$ cat src/rtl/sfr_read_unit_pkg.sv
// Shared definitions for the SFR read unit: SFR byte addresses, FSM state
// encoding, source-select codes, the decoded-read bundle and small address
// helpers used by both the read mux and the lock-release compare.
package sfr_read_unit_pkg;

  localparam logic [7:0] SFR_ADDR_ACC = 8'hE0;
  localparam logic [7:0] SFR_ADDR_B   = 8'hF0;
  localparam logic [7:0] SFR_ADDR_PSW = 8'hD0;
  localparam logic [7:0] SFR_ADDR_SP  = 8'h81;
  localparam logic [7:0] SFR_ADDR_DPL = 8'h82;
  localparam logic [7:0] SFR_ADDR_DPH = 8'h83;

  localparam int LOCK_CNT_W = 4;

  typedef enum logic [1:0] {
    ST_IDLE = 2'b00,
    ST_RESP = 2'b01,
    ST_LOCK = 2'b10
  } rd_state_e;

  typedef enum logic [2:0] {
    SEL_NONE = 3'd0,
    SEL_ACC  = 3'd1,
    SEL_B    = 3'd2,
    SEL_PSW  = 3'd3,
    SEL_SP   = 3'd4,
    SEL_DPL  = 3'd5,
    SEL_DPH  = 3'd6
  } sfr_sel_e;

  // Result of one decode: selected byte, selected bit, hit flag and the
  // byte address a lock on this read would guard.
  typedef struct packed {
    logic [7:0] data;
    logic       bit_val;
    logic       mapped;
    logic [7:0] lock_addr;
  } rd_sel_t;

  // Byte that holds a bit address.
  function automatic logic [7:0] bit_base(input logic [7:0] a);
    return {a[7:3], 3'b000};
  endfunction

  function automatic sfr_sel_e decode_byte(input logic [7:0] a);
    sfr_sel_e s;
    s = SEL_NONE;
    case (a)
      SFR_ADDR_ACC: s = SEL_ACC;
      SFR_ADDR_B:   s = SEL_B;
      SFR_ADDR_PSW: s = SEL_PSW;
      SFR_ADDR_SP:  s = SEL_SP;
      SFR_ADDR_DPL: s = SEL_DPL;
      SFR_ADDR_DPH: s = SEL_DPH;
      default:      s = SEL_NONE;
    endcase
    return s;
  endfunction

  // Only ACC, B and PSW are bit-addressable.
  function automatic sfr_sel_e decode_bit(input logic [7:0] a);
    sfr_sel_e s;
    s = SEL_NONE;
    case (bit_base(a))
      SFR_ADDR_ACC: s = SEL_ACC;
      SFR_ADDR_B:   s = SEL_B;
      SFR_ADDR_PSW: s = SEL_PSW;
      default:      s = SEL_NONE;
    endcase
    return s;
  endfunction

  // A bit lock is released by any write landing in the locked byte;
  // a byte lock needs the exact address.
  function automatic logic lock_match(input logic [7:0] wr_addr,
                                      input logic [7:0] lock_addr,
                                      input logic       lock_is_bit);
    logic [7:0] cmp_addr;
    cmp_addr = lock_is_bit ? bit_base(wr_addr) : wr_addr;
    return (cmp_addr == lock_addr);
  endfunction

endpackage

$ cat src/rtl/sfr_rd_mux.sv
// Combinational SFR read mux: decodes a byte or bit address, selects the
// live SFR byte and extracts the addressed bit.
// Build option: SFR_RD_PARITY_EN replaces PSW bit 0 with the even parity
// of ACC on every PSW read; undefined returns PSW as-is.
module sfr_rd_mux
  import sfr_read_unit_pkg::*;
#(
  parameter logic [7:0] UNMAPPED_VAL = 8'h00
) (
  input  logic       rd_bit_en,
  input  logic [7:0] addr,
  input  logic [7:0] acc_data,
  input  logic [7:0] b_data,
  input  logic [7:0] psw_data,
  input  logic [7:0] sp_data,
  input  logic [7:0] dpl_data,
  input  logic [7:0] dph_data,
  output rd_sel_t    sel
);

  logic [7:0] psw_eff;
  sfr_sel_e   sel_id;
  logic [7:0] base_addr;
  logic [7:0] sel_byte;
  logic       hit;

  // PSW as seen by readers, optionally carrying live ACC parity in bit 0.
`ifdef SFR_RD_PARITY_EN
  always_comb psw_eff = {psw_data[7:1], ^acc_data};
`else
  always_comb psw_eff = psw_data;
`endif

  // Address decode: bit reads are mapped onto their containing byte.
  always_comb begin
    base_addr = rd_bit_en ? bit_base(addr) : addr;
    sel_id    = rd_bit_en ? decode_bit(addr) : decode_byte(addr);
    hit       = (sel_id != SEL_NONE);
  end

  // Source byte select, unmapped addresses return the configured filler.
  always_comb begin
    sel_byte = UNMAPPED_VAL;
    case (sel_id)
      SEL_ACC: sel_byte = acc_data;
      SEL_B:   sel_byte = b_data;
      SEL_PSW: sel_byte = psw_eff;
      SEL_SP:  sel_byte = sp_data;
      SEL_DPL: sel_byte = dpl_data;
      SEL_DPH: sel_byte = dph_data;
      default: sel_byte = UNMAPPED_VAL;
    endcase
  end

  // Pack the result; the bit output is only meaningful for mapped bit reads.
  always_comb begin
    sel           = '0;
    sel.data      = sel_byte;
    sel.bit_val   = hit & rd_bit_en & sel_byte[addr[2:0]];
    sel.mapped    = hit;
    sel.lock_addr = base_addr;
  end

endmodule

$ cat src/rtl/sfr_read_unit.sv
// SFR read unit: latency-1 byte/bit reads of the core SFRs with an optional
// read-modify-write lock that holds the result until the core writes the
// locked byte or the lock timer expires.
// Build option: SFR_RD_PARITY_EN (PSW bit 0 carries ACC parity on reads).
//
//   state   | meaning
//   --------+---------------------------------------------------------
//   ST_IDLE | no read in flight, outputs quiet
//   ST_RESP | result presented for one cycle (rd_valid), may re-capture
//   ST_LOCK | RMW lock held: busy high, result frozen, reads ignored
module sfr_read_unit
  import sfr_read_unit_pkg::*;
#(
  parameter logic [7:0] UNMAPPED_VAL = 8'h00,
  parameter int         LOCK_TIMEOUT = 15
) (
  input  logic       clock,
  input  logic       reset,
  input  logic       rd_en,
  input  logic       rd_bit_en,
  input  logic       rmw,
  input  logic [7:0] addr,
  input  logic [7:0] acc_data,
  input  logic [7:0] b_data,
  input  logic [7:0] psw_data,
  input  logic [7:0] sp_data,
  input  logic [7:0] dpl_data,
  input  logic [7:0] dph_data,
  input  logic       write_en,
  input  logic [7:0] wr_addr,
  output logic [7:0] rd_data,
  output logic       rd_bit,
  output logic       rd_valid,
  output logic       rd_err,
  output logic       busy
);

  // Timer counts down from TIMEOUT-1 so the lock lasts exactly TIMEOUT cycles.
  localparam logic [LOCK_CNT_W-1:0] LOCK_LOAD = LOCK_CNT_W'(LOCK_TIMEOUT - 1);

  rd_state_e             state;
  rd_sel_t               mux_sel;
  logic [LOCK_CNT_W-1:0] lock_cnt;
  logic [7:0]            lock_addr;
  logic                  lock_is_bit;
  logic                  lock_pend;
  logic                  capture;
  logic                  wr_hit;

  sfr_rd_mux #(
    .UNMAPPED_VAL (UNMAPPED_VAL)
  ) u_mux (
    .rd_bit_en (rd_bit_en),
    .addr      (addr),
    .acc_data  (acc_data),
    .b_data    (b_data),
    .psw_data  (psw_data),
    .sp_data   (sp_data),
    .dpl_data  (dpl_data),
    .dph_data  (dph_data),
    .sel       (mux_sel)
  );

  // A read is taken in IDLE, or in RESP when no lock is pending.
  always_comb begin
    capture = rd_en && ((state == ST_IDLE) || ((state == ST_RESP) && !lock_pend));
    wr_hit  = write_en && lock_match(wr_addr, lock_addr, lock_is_bit);
  end

  // Result and lock-address capture; held untouched while locked.
  always_ff @(posedge clock) begin
    if (reset) begin
      rd_data     <= 8'h00;
      rd_bit      <= 1'b0;
      lock_addr   <= 8'h00;
      lock_is_bit <= 1'b0;
    end else if (capture) begin
      rd_data     <= mux_sel.data;
      rd_bit      <= mux_sel.bit_val;
      lock_addr   <= mux_sel.lock_addr;
      lock_is_bit <= rd_bit_en;
    end
  end

  // Sequencing FSM with registered strobes, busy flag and lock timer.
  always_ff @(posedge clock) begin
    if (reset) begin
      state     <= ST_IDLE;
      rd_valid  <= 1'b0;
      rd_err    <= 1'b0;
      busy      <= 1'b0;
      lock_pend <= 1'b0;
      lock_cnt  <= '0;
    end else begin
      rd_valid <= 1'b0;
      rd_err   <= 1'b0;
      case (state)
        ST_IDLE: begin
          if (capture) begin
            state     <= ST_RESP;
            rd_valid  <= 1'b1;
            rd_err    <= ~mux_sel.mapped;
            lock_pend <= rmw & mux_sel.mapped;
          end
        end
        ST_RESP: begin
          if (lock_pend) begin
            state     <= ST_LOCK;
            busy      <= 1'b1;
            lock_pend <= 1'b0;
            lock_cnt  <= LOCK_LOAD;
          end else if (capture) begin
            state     <= ST_RESP;
            rd_valid  <= 1'b1;
            rd_err    <= ~mux_sel.mapped;
            lock_pend <= rmw & mux_sel.mapped;
          end else begin
            state <= ST_IDLE;
          end
        end
        ST_LOCK: begin
          if (wr_hit || (lock_cnt == '0)) begin
            state    <= ST_IDLE;
            busy     <= 1'b0;
            lock_cnt <= '0;
          end else begin
            lock_cnt <= lock_cnt - 1'b1;
          end
        end
        default: begin
          state     <= ST_IDLE;
          busy      <= 1'b0;
          lock_pend <= 1'b0;
          lock_cnt  <= '0;
        end
      endcase
    end
  end

endmodule

$ cat config.mk
export PLATFORM = sky130hd
export DESIGN_NAME = sfr_read_unit
export DESIGN_NICKNAME = d
export VERILOG_FILES = /design/src/rtl/sfr_read_unit_pkg.sv /design/src/rtl/sfr_rd_mux.sv /design/src/rtl/sfr_read_unit.sv
export SDC_FILE = /design/constraint.sdc
export NUM_CORES = 1
export LEC_CHECK = 0
export ABC_AREA = 1
export CAP_MARGIN = 15
export CORE_MARGIN = 1
export CORE_UTILIZATION = 49
export DETAILED_ROUTE_END_ITERATION = 6
export GPL_TIMING_DRIVEN = 0
export PLACE_DENSITY = 0.87
export REMOVE_ABC_BUFFERS = 1
export SETUP_SLACK_MARGIN = 0.1
export SLEW_MARGIN = 20
export SYNTH_ARGS = -nofsm -noshare
export SYNTH_HDL_FRONTEND = slang
export SYNTH_HIERARCHICAL = 1
export SYNTH_SLANG_ARGS = --single-unit
$ cat constraint.sdc
create_clock -name clock -period 5.55 [get_ports clock]
set_input_delay 1.665 -clock clock [delete_from_list [all_inputs] [get_ports clock]]
set_output_delay 1.665 -clock clock [all_outputs]
set_load 0.03 [all_outputs]
### Placement density heat map

The die is cut into 7 by 7 equal tiles; white is low, dark blue is high, 0 to 100% covered.
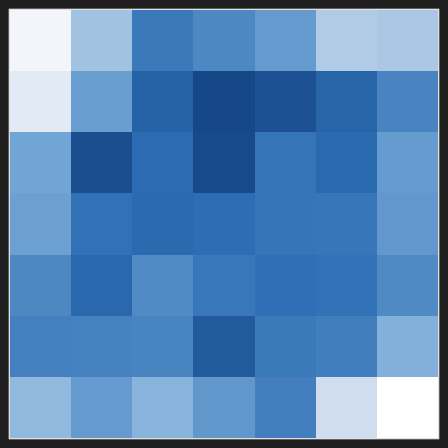
tiles over 75% full: 25%
fullest tile: 91%
mean over tiles: 61%
nearly empty tiles: 2.0%

### Port wiring

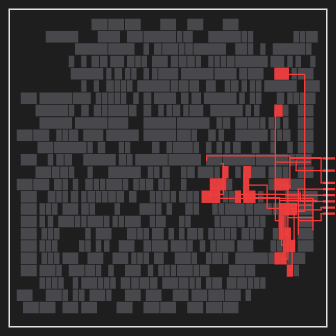
legend:
  red:
    port: addr
    direction: input
    edge: right
    end_cells: 24
    buffers: 8
    wire: 331 um

### Placement by cell class

Scale bar: 20 um. Fill, decap, tap and diode cells in gray.
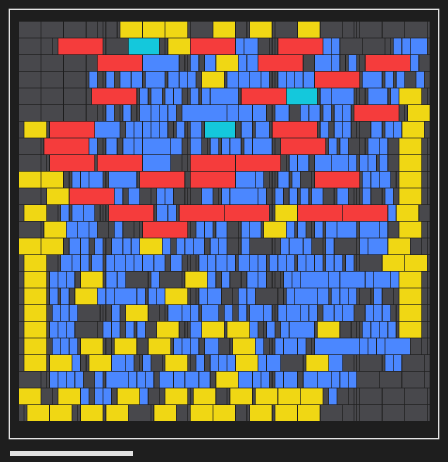
legend:
  cyan:
    class: clock drivers
    cells: 3
    share_of_their_area: 1.4%
  yellow:
    class: other buffers and delay cells
    cells: 81
    share_of_their_area: 27%
  blue:
    class: combinational and other logic
    cells: 330
    share_of_their_area: 53%
  red:
    class: flops
    cells: 28
    share_of_their_area: 19%
number of rows created at floorplan: 24
post-layout instance area: 3060 um^2
share of cell area taken by flip-flops and latches: 0.183
final cell utilization of the core: 0.698

### Routing congestion

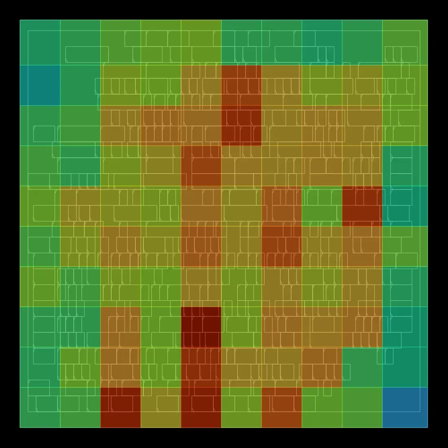
wire length per cell after detailed routing: 11.9 um
fraction of met2 tracks used by global routing: 0.436
busiest grt layer: met2
GR Util met3: 0.0392
met1 Resource Use GR: 0.305

==> run summary <==
diodes inserted = 0
post-route minimum period = 3.81 ns
Num CTS Buffers = 3
leading registers by flop count = lock_addr (8), rd_data (8), lock_cnt (4)
number of resized instances in the post-cts repair step = 0
PD cells = 180 nW/um^2
Commonest cells post-synth = 96 x nand2_1, 69 x nor2_1, 48 x inv_1
fraction of registers with async set or reset after synthesis = 0
RSZ-0062 raised after global routing = no
antenna violations before repair = 0
run status = finished, final reports clean
first-pass iteration count of the detailed router = 4
vias post-DR = 2,520
post-detailed-route via-to-cell ratio = 5.10
Routed WL = 5880 um
die width = 69.8 um
latest clock arrival within the worst-skew pair = 0.27 ns
maximum VDD drop = 146 uV
number of global-route vias before repair = 2,269
max-slew violation count = 0
flop and latch count out of synthesis = 28
share of layout cells above drive strength 1 = 0.0679
violation count after the first detailed-route iteration = 177
cell occurring most often along the worst timing path = nand2_1
Post-CTS Setup Bufs = 0
top cells by area, synth = dfxtp_1 25%, nand2_1 16%, nor2_1 11%
hold slack final = 0.483 ns
Post-CTS Hold Buffers = 0
Hold Path Cell Cnt = 2
number of cells on the worst reg-to-reg path = 9
Finish-stage setup viols = 0
maximum operating frequency = 262 MHz
overflow left after global routing = 0
Max-cap violations = 0
internal reg-to-reg setup slack = 3.84 ns
all-layer global routing usage = 0.242
startpoint of the most critical hold path = lock_addr[3]$_SDFFE_PP0N_
Worst Hold Endpoint = lock_addr[3]$_SDFFE_PP0N_
ordered cell list for the critical path = clkdlybuf4s50_1, nand2_1, nor2_1, nand3_1, nand2_1, nand2_1, nand2_1, nand2_1, nor2_2, nand2_1, nand2_1, nor2_1, nand3_1, nand2_1, nor2_1, nor2_1, nor2_1, nor2_1, nor2_1
area by class of cell:
cell class              instances  area [um^2]
repair buffers                 81          811
clock buffers                   3         41.3
flip-flops and latches         28          561
fillers                       402         1330
well taps                      52         65.1
multi-input cells             274         1370
inverters                      56          214
per-stage QoR:
step                      cells  total power (uW)  setup slack (ns)
after floorplan             358               352              2.36
after global placement      491               442              1.49
after detailed placement    491               446              1.45
after CTS                   494               554              1.73
after global routing        494               589              1.43
final                       494               552              1.74
where the power goes:
part	internal (uW)	leakage (uW)	switching (uW)	total [uW]
clock	48.8	0.0000216	59.9	109
combinational	96.9	0.00123	114	211
sequential	221	0.000231	11.4	232
cell families after synthesis:
kind of cell,share of synthesized area
and+or+nand+nor,0.443
AOI/OAI and AO/OA,0.124
adders and majority gates,0.0277
DFF,0.249
xor gates and xnor gates,0.0117
buffers and inverters,0.145
cells in the final DEF (no fill, tap or decap), types with 2 or more instances in the layout:
cell type,Yosys,final
o21ai_0,21,21
nor2_2,2,2
nand3b_1,3,3
a21oi_2,2,2
inv_1,48,48
inv_2,6,6
o21ai_2,2,2
nand3_2,3,3
nand3_1,19,19
clkbuf_8,0,3
nand4_1,17,17
nor2_4,2,2
nand2_1,96,96
nor2_8,2,2
xor2_1,2,2
ha_1,5,5
clkdlybuf4s50_1,0,81
dfxtp_1,28,28
o21ai_1,2,2
nand2_4,2,2
nor2_1,69,69
a21oi_1,15,15
per-layer routing:
metal	global-route usage	up-vias	wire, um
li1	-	1308	-
met1	0.305	1132	2620
met2	0.436	75	2900
met5	0	-	0
met4	0.0444	0	28
met3	0.0392	5	332
critical path: cells and delay by family:
family,cells,cell delay (ns)
simple gates,18,1.79
buf+inv,1,0.57
Power is estimated from default activity; no workload was simulated.
